==> src/rtl/exe_stage.sv <==
// RV32 execute stage: ALU, branch compare, EX/MEM pipeline register and optional RV32M unit.
// Define EXE_MULDIV_EN to build the multiplier and the iterative divider (ops 11-18).
module exe_stage #(
  parameter int XLEN             = 32,
  parameter int DIV_BITS_PER_CYC = 1
) (
  input  logic            clock,
  input  logic            reset,
  input  logic            Flush,
  input  logic [XLEN-1:0] RD1_ID,
  input  logic [XLEN-1:0] RD2_ID,
  input  logic [XLEN-1:0] Immediate_ID,
  input  logic            ALUSrc_ID,
  input  logic [4:0]      ALUOp_ID,
  input  logic [2:0]      BrFunct3_ID,
  input  logic            Branch_ID,
  input  logic            Jump_ID,
  input  logic            MemWrite_ID,
  input  logic            RegWrite_ID,
  input  logic [1:0]      MemtoReg_ID,
  input  logic            sw_ID,
  input  logic            sh_ID,
  input  logic            sb_ID,
  input  logic            lw_ID,
  input  logic            lh_ID,
  input  logic            lhu_ID,
  input  logic            lb_ID,
  input  logic            lbu_ID,
  input  logic [4:0]      WriteReg_ID,
  output logic            Stall_EXE,
  output logic [XLEN-1:0] ALUResult,
  output logic [XLEN-1:0] WriteData,
  output logic [XLEN-1:0] Immediate_EXE,
  output logic            Zero,
  output logic            Branch_EXE,
  output logic            Jump_EXE,
  output logic            MemWrite_EXE,
  output logic            RegWrite_EXE,
  output logic [1:0]      MemtoReg_EXE,
  output logic            sw_EXE,
  output logic            sh_EXE,
  output logic            sb_EXE,
  output logic            lw_EXE,
  output logic            lh_EXE,
  output logic            lhu_EXE,
  output logic            lb_EXE,
  output logic            lbu_EXE,
  output logic [4:0]      WriteReg_EXE
);

  localparam logic [4:0] OP_ADD    = 5'd0;
  localparam logic [4:0] OP_SUB    = 5'd1;
  localparam logic [4:0] OP_SLL    = 5'd2;
  localparam logic [4:0] OP_SLT    = 5'd3;
  localparam logic [4:0] OP_SLTU   = 5'd4;
  localparam logic [4:0] OP_XOR    = 5'd5;
  localparam logic [4:0] OP_SRL    = 5'd6;
  localparam logic [4:0] OP_SRA    = 5'd7;
  localparam logic [4:0] OP_OR     = 5'd8;
  localparam logic [4:0] OP_AND    = 5'd9;
  localparam logic [4:0] OP_PASSB  = 5'd10;
  localparam logic [4:0] OP_MUL    = 5'd11;
  localparam logic [4:0] OP_MULH   = 5'd12;
  localparam logic [4:0] OP_MULHSU = 5'd13;
  localparam logic [4:0] OP_MULHU  = 5'd14;
  localparam logic [4:0] OP_DIV    = 5'd15;
  localparam logic [4:0] OP_DIVU   = 5'd16;
  localparam logic [4:0] OP_REM    = 5'd17;
  localparam logic [4:0] OP_REMU   = 5'd18;
  localparam int         CTRL_W    = 19;

  logic [XLEN-1:0]        op_a, op_b, alu_res, result_d, result_q;
  logic signed [XLEN-1:0] op_a_s, op_b_s, rd1_s, rd2_s;
  logic                   br_taken, bubble;
  logic [CTRL_W-1:0]      ctrl_in, ctrl_d, ctrl_q;
  logic [XLEN-1:0]        wdata_q, imm_q;
  logic                   zero_q;

  assign op_a   = RD1_ID;
  assign op_b   = ALUSrc_ID ? Immediate_ID : RD2_ID;
  assign op_a_s = op_a;
  assign op_b_s = op_b;
  assign rd1_s  = RD1_ID;
  assign rd2_s  = RD2_ID;

`ifdef EXE_MULDIV_EN
  // One 2*XLEN multiplier; operand extension selects the RV32M signedness.
  logic [2*XLEN-1:0] mul_a, mul_b, prod;
  logic              mul_a_sx, mul_b_sx;
  assign mul_a_sx = (ALUOp_ID == OP_MULH) || (ALUOp_ID == OP_MULHSU);
  assign mul_b_sx = (ALUOp_ID == OP_MULH);
  assign mul_a    = {{XLEN{mul_a_sx & op_a[XLEN-1]}}, op_a};
  assign mul_b    = {{XLEN{mul_b_sx & op_b[XLEN-1]}}, op_b};
  assign prod     = mul_a * mul_b;
`endif

  always_comb begin
    alu_res = '0;
    case (ALUOp_ID)
      OP_ADD:   alu_res = op_a + op_b;
      OP_SUB:   alu_res = op_a - op_b;
      OP_SLL:   alu_res = op_a << op_b[4:0];
      OP_SLT:   alu_res = {{(XLEN-1){1'b0}}, (op_a_s < op_b_s)};
      OP_SLTU:  alu_res = {{(XLEN-1){1'b0}}, (op_a < op_b)};
      OP_XOR:   alu_res = op_a ^ op_b;
      OP_SRL:   alu_res = op_a >> op_b[4:0];
      OP_SRA:   alu_res = op_a_s >>> op_b[4:0];
      OP_OR:    alu_res = op_a | op_b;
      OP_AND:   alu_res = op_a & op_b;
      OP_PASSB: alu_res = op_b;
`ifdef EXE_MULDIV_EN
      OP_MUL:    alu_res = prod[XLEN-1:0];
      OP_MULH,
      OP_MULHSU,
      OP_MULHU:  alu_res = prod[2*XLEN-1:XLEN];
`endif
      default:  alu_res = '0;
    endcase
  end

  always_comb begin
    br_taken = 1'b0;
    case (BrFunct3_ID)
      3'b000:  br_taken = (RD1_ID == RD2_ID);
      3'b001:  br_taken = (RD1_ID != RD2_ID);
      3'b100:  br_taken = (rd1_s < rd2_s);
      3'b101:  br_taken = (rd1_s >= rd2_s);
      3'b110:  br_taken = (RD1_ID < RD2_ID);
      3'b111:  br_taken = (RD1_ID >= RD2_ID);
      default: br_taken = 1'b0;
    endcase
  end

`ifdef EXE_MULDIV_EN
  localparam int               DIV_STEPS = XLEN / DIV_BITS_PER_CYC;
  localparam int               CNT_W     = $clog2(DIV_STEPS);
  localparam logic [CNT_W-1:0] CNT_LAST  = CNT_W'(DIV_STEPS - 2);

  typedef enum logic [1:0] {IDLE = 2'd0, BUSY = 2'd1, DONE = 2'd2} div_state_e;

  div_state_e       state_q, state_d;
  logic [CNT_W-1:0] cnt_q, cnt_d;
  logic [XLEN:0]    rem_q, rem_d;
  logic [XLEN-1:0]  quo_q, quo_d, dvs_q, dvs_d;
  logic             q_neg_q, q_neg_d, r_neg_q, r_neg_d, is_rem_q, is_rem_d;
  logic             is_div_op, div_signed, div_stall;
  logic [XLEN-1:0]  abs_a, abs_b, div_res;
  logic [2*XLEN:0]  step_first, step_busy;

  // Restoring division on magnitudes; quo holds the remaining dividend bits and the quotient.
  function automatic logic [2*XLEN:0] div_step(input logic [XLEN:0]   rem,
                                               input logic [XLEN-1:0] quo,
                                               input logic [XLEN-1:0] dvs);
    logic [XLEN:0]   r;
    logic [XLEN-1:0] q;
    r = rem;
    q = quo;
    for (int i = 0; i < DIV_BITS_PER_CYC; i++) begin
      r = {r[XLEN-1:0], q[XLEN-1]};
      q = {q[XLEN-2:0], 1'b0};
      if (r >= {1'b0, dvs}) begin
        r    = r - {1'b0, dvs};
        q[0] = 1'b1;
      end
    end
    return {r, q};
  endfunction

  function automatic logic [XLEN-1:0] cond_neg(input logic [XLEN-1:0] v, input logic neg);
    return neg ? ('0 - v) : v;
  endfunction

  assign is_div_op  = (ALUOp_ID >= OP_DIV) && (ALUOp_ID <= OP_REMU);
  assign div_signed = (ALUOp_ID == OP_DIV) || (ALUOp_ID == OP_REM);
  assign abs_a      = cond_neg(op_a, div_signed & op_a[XLEN-1]);
  assign abs_b      = cond_neg(op_b, div_signed & op_b[XLEN-1]);
  assign step_first = div_step('0, abs_a, abs_b);
  assign step_busy  = div_step(rem_q, quo_q, dvs_q);
  assign div_res    = is_rem_q ? cond_neg(rem_q[XLEN-1:0], r_neg_q) : cond_neg(quo_q, q_neg_q);

  always_ff @(posedge clock) begin
    if (reset) begin
      state_q <= IDLE;
      cnt_q   <= '0;
    end else begin
      state_q <= state_d;
      cnt_q   <= cnt_d;
    end
  end

  always_ff @(posedge clock) begin
    rem_q    <= rem_d;
    quo_q    <= quo_d;
    dvs_q    <= dvs_d;
    q_neg_q  <= q_neg_d;
    r_neg_q  <= r_neg_d;
    is_rem_q <= is_rem_d;
  end

  // The accept cycle already retires the first quotient digit, so the stall lasts DIV_STEPS cycles.
  always_comb begin
    state_d   = state_q;
    cnt_d     = cnt_q;
    rem_d     = rem_q;
    quo_d     = quo_q;
    dvs_d     = dvs_q;
    q_neg_d   = q_neg_q;
    r_neg_d   = r_neg_q;
    is_rem_d  = is_rem_q;
    div_stall = 1'b0;
    case (state_q)
      IDLE: begin
        if (is_div_op && !Flush) begin
          div_stall      = 1'b1;
          {rem_d, quo_d} = step_first;
          dvs_d          = abs_b;
          q_neg_d        = div_signed & (op_a[XLEN-1] ^ op_b[XLEN-1]) & (op_b != '0);
          r_neg_d        = div_signed & op_a[XLEN-1];
          is_rem_d       = (ALUOp_ID == OP_REM) || (ALUOp_ID == OP_REMU);
          cnt_d          = '0;
          state_d        = BUSY;
        end
      end
      BUSY: begin
        if (Flush) begin
          state_d = IDLE;
        end else begin
          div_stall      = 1'b1;
          {rem_d, quo_d} = step_busy;
          cnt_d          = cnt_q + CNT_W'(1);
          if (cnt_q == CNT_LAST) state_d = DONE;
        end
      end
      default: state_d = IDLE;
    endcase
  end

  assign Stall_EXE = div_stall;
  assign result_d  = (state_q == DONE) ? div_res : alu_res;
`else
  assign Stall_EXE = 1'b0;
  assign result_d  = alu_res;
`endif

  assign ctrl_in = {Branch_ID, Jump_ID, MemWrite_ID, RegWrite_ID, MemtoReg_ID, WriteReg_ID,
                    sw_ID, sh_ID, sb_ID, lw_ID, lh_ID, lhu_ID, lb_ID, lbu_ID};
  assign bubble  = Flush | Stall_EXE;
  assign ctrl_d  = bubble ? '0 : ctrl_in;

  // EX/MEM boundary
  always_ff @(posedge clock) begin
    if (reset) begin
      result_q <= '0;
      wdata_q  <= '0;
      imm_q    <= '0;
      zero_q   <= 1'b0;
      ctrl_q   <= '0;
    end else begin
      result_q <= result_d;
      wdata_q  <= RD2_ID;
      imm_q    <= Immediate_ID;
      zero_q   <= br_taken;
      ctrl_q   <= ctrl_d;
    end
  end

  assign ALUResult     = result_q;
  assign WriteData     = wdata_q;
  assign Immediate_EXE = imm_q;
  assign Zero          = zero_q;
  assign {Branch_EXE, Jump_EXE, MemWrite_EXE, RegWrite_EXE, MemtoReg_EXE, WriteReg_EXE,
          sw_EXE, sh_EXE, sb_EXE, lw_EXE, lh_EXE, lhu_EXE, lb_EXE, lbu_EXE} = ctrl_q;

endmodule
==> config.mk <==
export PLATFORM = sky130hd
export DESIGN_NAME = exe_stage
export DESIGN_NICKNAME = d
export VERILOG_FILES = /design/src/rtl/exe_stage.sv
export SDC_FILE = /design/constraint.sdc
export NUM_CORES = 1
export LEC_CHECK = 0
export CORE_MARGIN = 2
export CORE_UTILIZATION = 25
export CTS_CLUSTER_DIAMETER = 80
export DETAILED_ROUTE_END_ITERATION = 10
export MAX_ROUTING_LAYER = met4
export SETUP_SLACK_MARGIN = 0.15
export SLEW_MARGIN = 5
export SYNTH_ARGS = -nofsm -noshare
export SYNTH_HDL_FRONTEND = slang
export SYNTH_SLANG_ARGS = --single-unit
==> constraint.sdc <==
create_clock -name clock -period 10.54 [get_ports clock]
set_clock_uncertainty 0.15 [all_clocks]
set_input_delay 1.054 -clock clock [delete_from_list [all_inputs] [get_ports clock]]
set_output_delay 1.054 -clock clock [all_outputs]
set_load 0.02 [all_outputs]
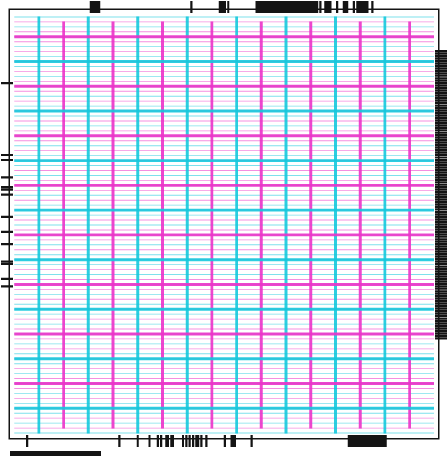
(PDN straps and rails)
Bar = 50 µm. Pins as bars on the die edge.
cyan -> VSS
magenta -> VDD
met1 rails = 85
met5 straps = 16
signal pins = 244

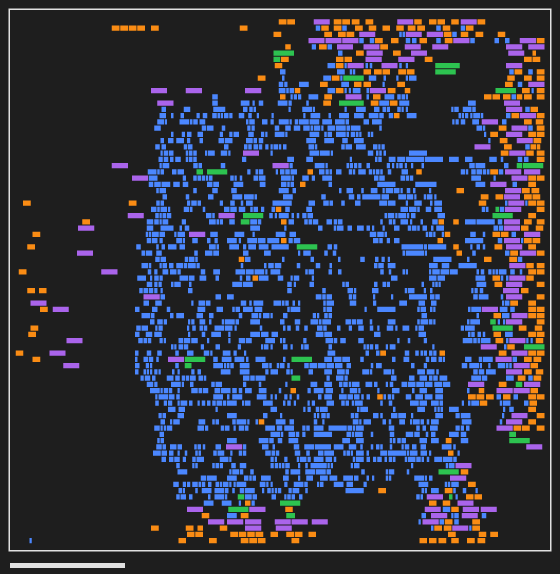
(cell classes on the final placement)
Bar = 50 µm.
blue -> remaining logic cells  # cells 1,557
orange -> remaining buffers and delay cells  # cells 273
green -> clock drivers and dummy loads  # cells 32
purple -> registers  # cells 116
site row count: 84
Std-Cell Core Area: 52,660 µm²

==> notes.md <==
Figures from the implementation reports.

- In this run the tools logged warnings totalling roughly 94.
- The number of cells in Yosys stat is roughly 1,800.
- STA classifies the critical path endpoint as a flip-flop.
- The dominant logic cell type in the layout reads sky130_fd_sc_hd__clkdlybuf4s50_1.
- Counting every instance in the synthesized netlist gives approximately 1,800.
- The fraction of the yosys area taken by sequential cells reads 0.1741.
- After layout, the inverter instance count without clock inverters stands at about 130.
- After detailed placement, the design holds a cell count of roughly 2,600.
- Input and output buffers added on the ports amount to between 200 and 250.
- The sequential cell count of the final layout reads about 120.
- The instance area after placement is between 15,000 and 20,000 µm².
- The clock sink count is 116.
- The multi-input logic cell count is ~1,400.
- The largest individual stage delay along the critical path comes from the cell sky130_fd_sc_hd__mux2i_4.
- Post-CTS timing repair inserted 0 buffers for setup.
- The number of standard cells in the final layout excluding fillers is around 2,700.
- In the Yosys stats the netlist draws on around 90 distinct library cells.
- The library cells used most frequently in the layout, excluding fill and tap cells, are 240 x sky130_fd_sc_hd__clkdlybuf4s50_1, 168 x sky130_fd_sc_hd__nand2_1, 157 x sky130_fd_sc_hd__nor2_1.
- The power report attributes to the clock group a share of 0.324.
- Per the synth stats, the proportion of register bits with asynchronous set or reset is 0.
- The met3 routed wirelength is approximately 6700 µm.
- The cell class ranked first by area is logic gates.
- The xor/xnor share of the synthesized area is 0.01641.
- The run finished with clean final reports.
- OpenSTA lists the critical path startpoint as ALUSrc_ID.
- The total of fill cells in the finished design is approximately 5,600.
- The violation tally from detailed-route iteration zero reads about 1,600.
- The antenna diode count is 1.
- Summing all multi-input logic gate instances after layout gives roughly 10,000 µm².
- The fraction of cell area in non-clock buffers is 0.1561.
- The startpoint type of the worst setup path reads a primary input.
- The fraction of area in registers reads 0.1371.
- The share of final layout cell area taken by clock buffers and inverters reads 0.03522.
- For reference, the critical path cell chain is buf_2, buf_4, mux2i_4, inv_1, buf_4, ha_1, fa_1, o21bai_1, a211oi_1, or3_1, nand2_1, a311o_2, a221o_1, a31oi_1, a311oi_1, a21oi_1.
- The synthesized chip area reported by yosys is around 13,000 µm².
- In the hold report, the worst path ends at ctrl_q[4].
- The kind of path behind the tightest hold check is primary input to flip-flop.
- The netlist area before placement reads 13,340 µm².
- The per-cell via count in the routed design reads ~5.8.
- The final standard cell utilization of the core reads 0.3218.
Power figures rest on the tool's default switching activity, not on a simulated workload.
